Design mux_4x1_rr_arbiter_flat, sky130hd; sources not shown.
Run 1, supply network:
Pins as bars on the die edge.
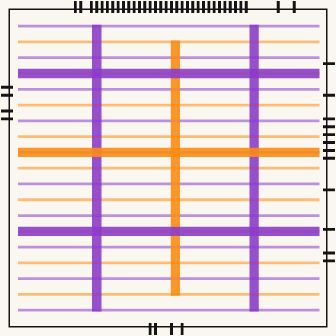
VSS -> purple
VDD -> orange
met4 straps = 3
signal pins = 54
met1 rails = 19
rows = 18
met5 straps = 3
core footprint: 2540 um^2
Chip Width: 54.5 um
Die Ht: 54.5 um

Run 1, placement by cell class:
The bar under the picture is 20 um long.
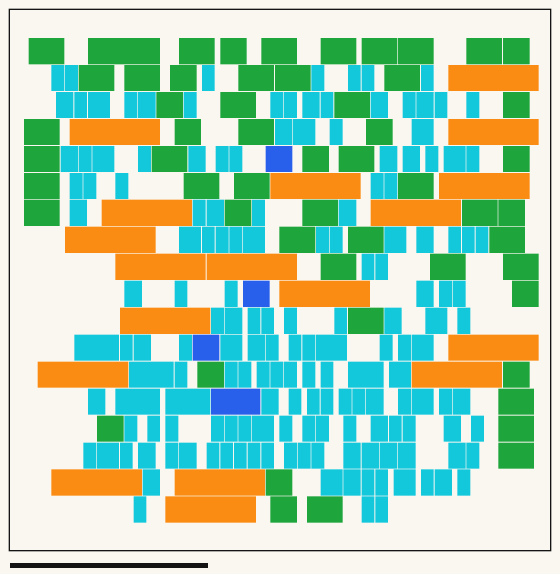
other buffers and delay cells -> green  # cells 55, share of their area 30%
clock drivers and dummy loads -> blue  # cells 4, share of their area 2.1%
all other logic -> cyan  # cells 163, share of their area 43%
flip-flops -> orange  # cells 18, share of their area 26%
flop share of the area: 25.2%
row cnt: 18
Final Util: 70.3%
final instance area: 1790 um^2

Run 1, clock network drawn from the DEF:
The bar under the picture is 20 um long.
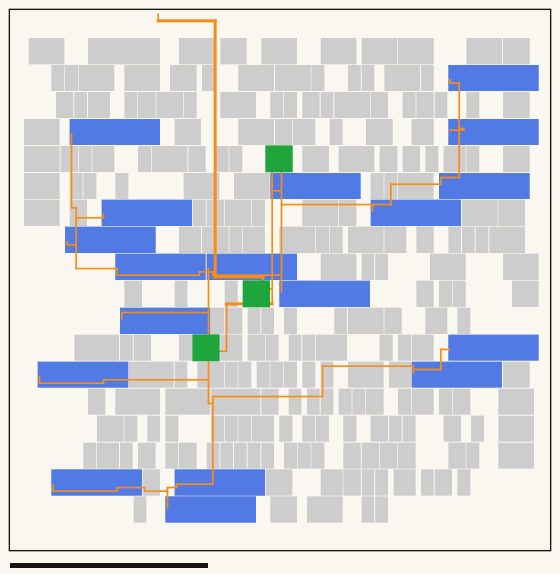
flip-flops -> blue  # count 18
cells driving clock nets -> green  # count 3
clock wires -> orange  # length 258 um
flops lie = widely spread
Clk Latency, worst-skew pair: 300 ps
Clock Skew: 10.5 ps

Run 1, signal wires by layer:
Only two layers are drawn.
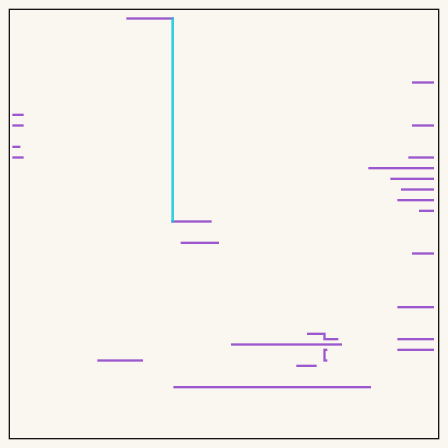
met4 -> cyan  # wire length 25.8 um
met3 -> purple  # wire length 119 um
Total GRT Usage: 24.0%
Post-Route WL: 3340 um

==> Changelog: implementation, run 1 <==
### Implementation results

- Drc violations: 0
- Cell mode on critical path: nand2_1
- Routed wl met3: 118 um
- CP startpoint kind: register
- Signal buffers: 55
- Area Overhead vs Synth: 44.3%
- First-pass DRT Iterations: 4
- Mean Syn Cell Area: 6.62 um^2
- Fin crit period: 1910 ps
- Commonest cells post-synth: 49 x nand2_1, 42 x nor2_1, 19 x o21ai_0
- Resize count post-CTS: 0
- Hold slack: 385 ps
- Non-clk buf share: 29.0%
- Dominant combinational family: simple AND/OR/NAND/NOR gates
- Crit path max-delay family: simple AND/OR/NAND/NOR gates
- Status: finished, final reports clean
- Initial DRC count: 46
- Setup TNS: 0 ps
- Busiest grt layer: met2
- Worst Path Max Fanout: 9
- Crit path cell chain: inv_4, nand3_1, nand2_1, nand2_1, nand2_1, nand2_1, o21ai_0, nand2_1, nand2_1, inv_1, ha_1, o21ai_0
- CTS Sinks: 18
- Most frequent logic cells in the routed design: 49 x nand2_1, 42 x nor2_1, 37 x clkdlybuf4s50_1
- Share of layout cells above drive strength 1: 14.2%
- Setup crit end kind: register
- Multi-input gates: 149
- Antenna violations before repair: 0
- Yosys adder share: 4.04%
- Flop area: 450 um^2
- Fin cells: 270
- Synth Instances: 187
- Slew margin rel.: 46.7%
- CTS tree: done
- Worst r2r path cells: 12
- Flops after synth: 18
- Vias in the first global route: 1,135
- Setup violators final: 0
- Global-route wire length before repair: 5110 um
- Vias: 1,345
- GR Util met1: 34.0%
- Tool warning count: 29
- WL/cell: 12.4 um
- Synthesized Nets: 229
- H-Tree Depth: 1
- Area leader share: 36.4%
- Synth Seq Share: 36.4%
- Yosys stat area: 1240 um^2
- GR Overflow Total: 0
- Post-synth area hogs: dfrtp_1 36%, nand2_1 15%, nor2_1 13%
- Fin. Hold Viols: 0
- Multi-input logic area: 691 um^2
- Setup Buffers After CTS: 0
- Worst hold path type: primary input to asynchronous set/reset pin
- Synth warn: 0
- Number of buffers added to fix hold violations after cts: 0
==> run 2, diff against run 1 <==
CORE_UTILIZATION = 38   (was 45)
PLACE_DENSITY = 0.76   (was 0.85)
clock period = 1.7 ns   (was 2.39 ns; I/O delays follow)
Run 2, signal wires by layer:
Only two layers are drawn.
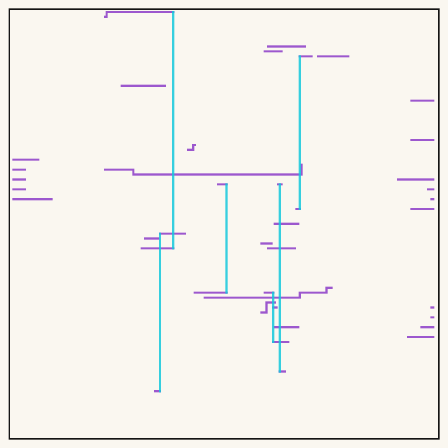
met3 -> purple  # wire length 148 um
met4 -> cyan  # wire length 123 um
WL/cell: 14.0 um
Total GRT Usage: 23.6%
Vias: 1,577
Post-Route WL: 4390 um

Run 2, clock wiring as the flow saved it:
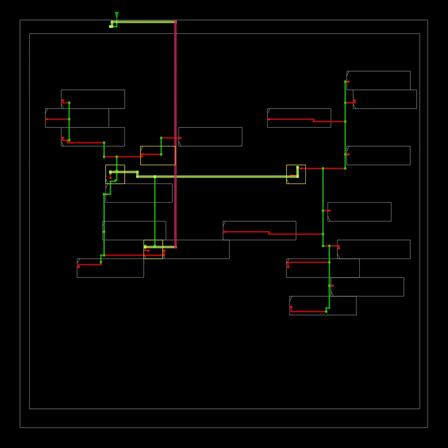
CTS Buf Count: 3
clock buf count: 4
CTS Sinks: 18

==> run 2 against run 1 <==
The run now ends with setup timing left; cell area up 33%; die size rose by 18%; setup slack got worse by 610 ps; routed wire length increased by 31%; clock-buffer cell count unchanged; critical path depth grew 1; final cell count rose by 16%; largest cell class unchanged; register-to-register slack got worse by 610 ps.
==> Changelog: implementation, run 2 <==
### Implementation results

- Dominant combinational family: simple AND/OR/NAND/NOR gates
- Tool warning count: 32
- Initial DRC count: 47
- Synth Seq Share: 36.4%
- Crit path max-delay family: simple AND/OR/NAND/NOR gates
- Crit path cell chain: clkinv_4, nand3_4, nand2_4, nand2_2, nand2_1, nand2_1, o21ai_1, nand2_1, nand2_2, buf_6, ha_4, nand2_2, o21ai_1
- Flop share of the area: 19.8%
- Non-clk buf share: 34.8%
- Fin. Hold Viols: 0
- Most frequent logic cells in the routed design: 42 x nor2_1, 37 x clkdlybuf4s50_1, 37 x buf_4
- Final worst slack: -128 ps
- CP startpoint kind: register
- GR Util met1: 28.3%
- Setup Buffers After CTS: 5
- Setup TNS: -579 ps
- Global-route wire length before repair: 6320 um
- Yosys adder share: 4.04%
- Commonest cells post-synth: 49 x nand2_1, 42 x nor2_1, 19 x o21ai_0
- Multi-input logic area: 923 um^2
- First-pass DRT Iterations: 4
- H-Tree Depth: 1
- Flops after synth: 18
- Yosys stat area: 1240 um^2
- Chip Width: 59.1 um
- CTS tree: done
- Row cnt: 20
- Setup crit end kind: register
- Worst Path Max Fanout: 8
- Failing checks: setup timing
- Busiest grt layer: met2
- Final instance area: 2370 um^2
- Area Overhead vs Synth: 91.7%
- Final Util: 77.2%
- Fin crit period: 1830 ps
- Fin cells: 314
- Vias in the first global route: 1,468
- Drc violations: 0
- Synth warn: 0
- Setup violators final: 7
- Multi-input gates: 149
- Antenna violations before repair: 0
- Slew margin rel.: 81.0%
- Number of buffers added to fix hold violations after cts: 0
- Resize count post-CTS: 25
- Worst hold path type: primary input to asynchronous set/reset pin
- Status: complete, but fails checks
- Clock Skew: 10.2 ps
- Clk Latency, worst-skew pair: 300 ps
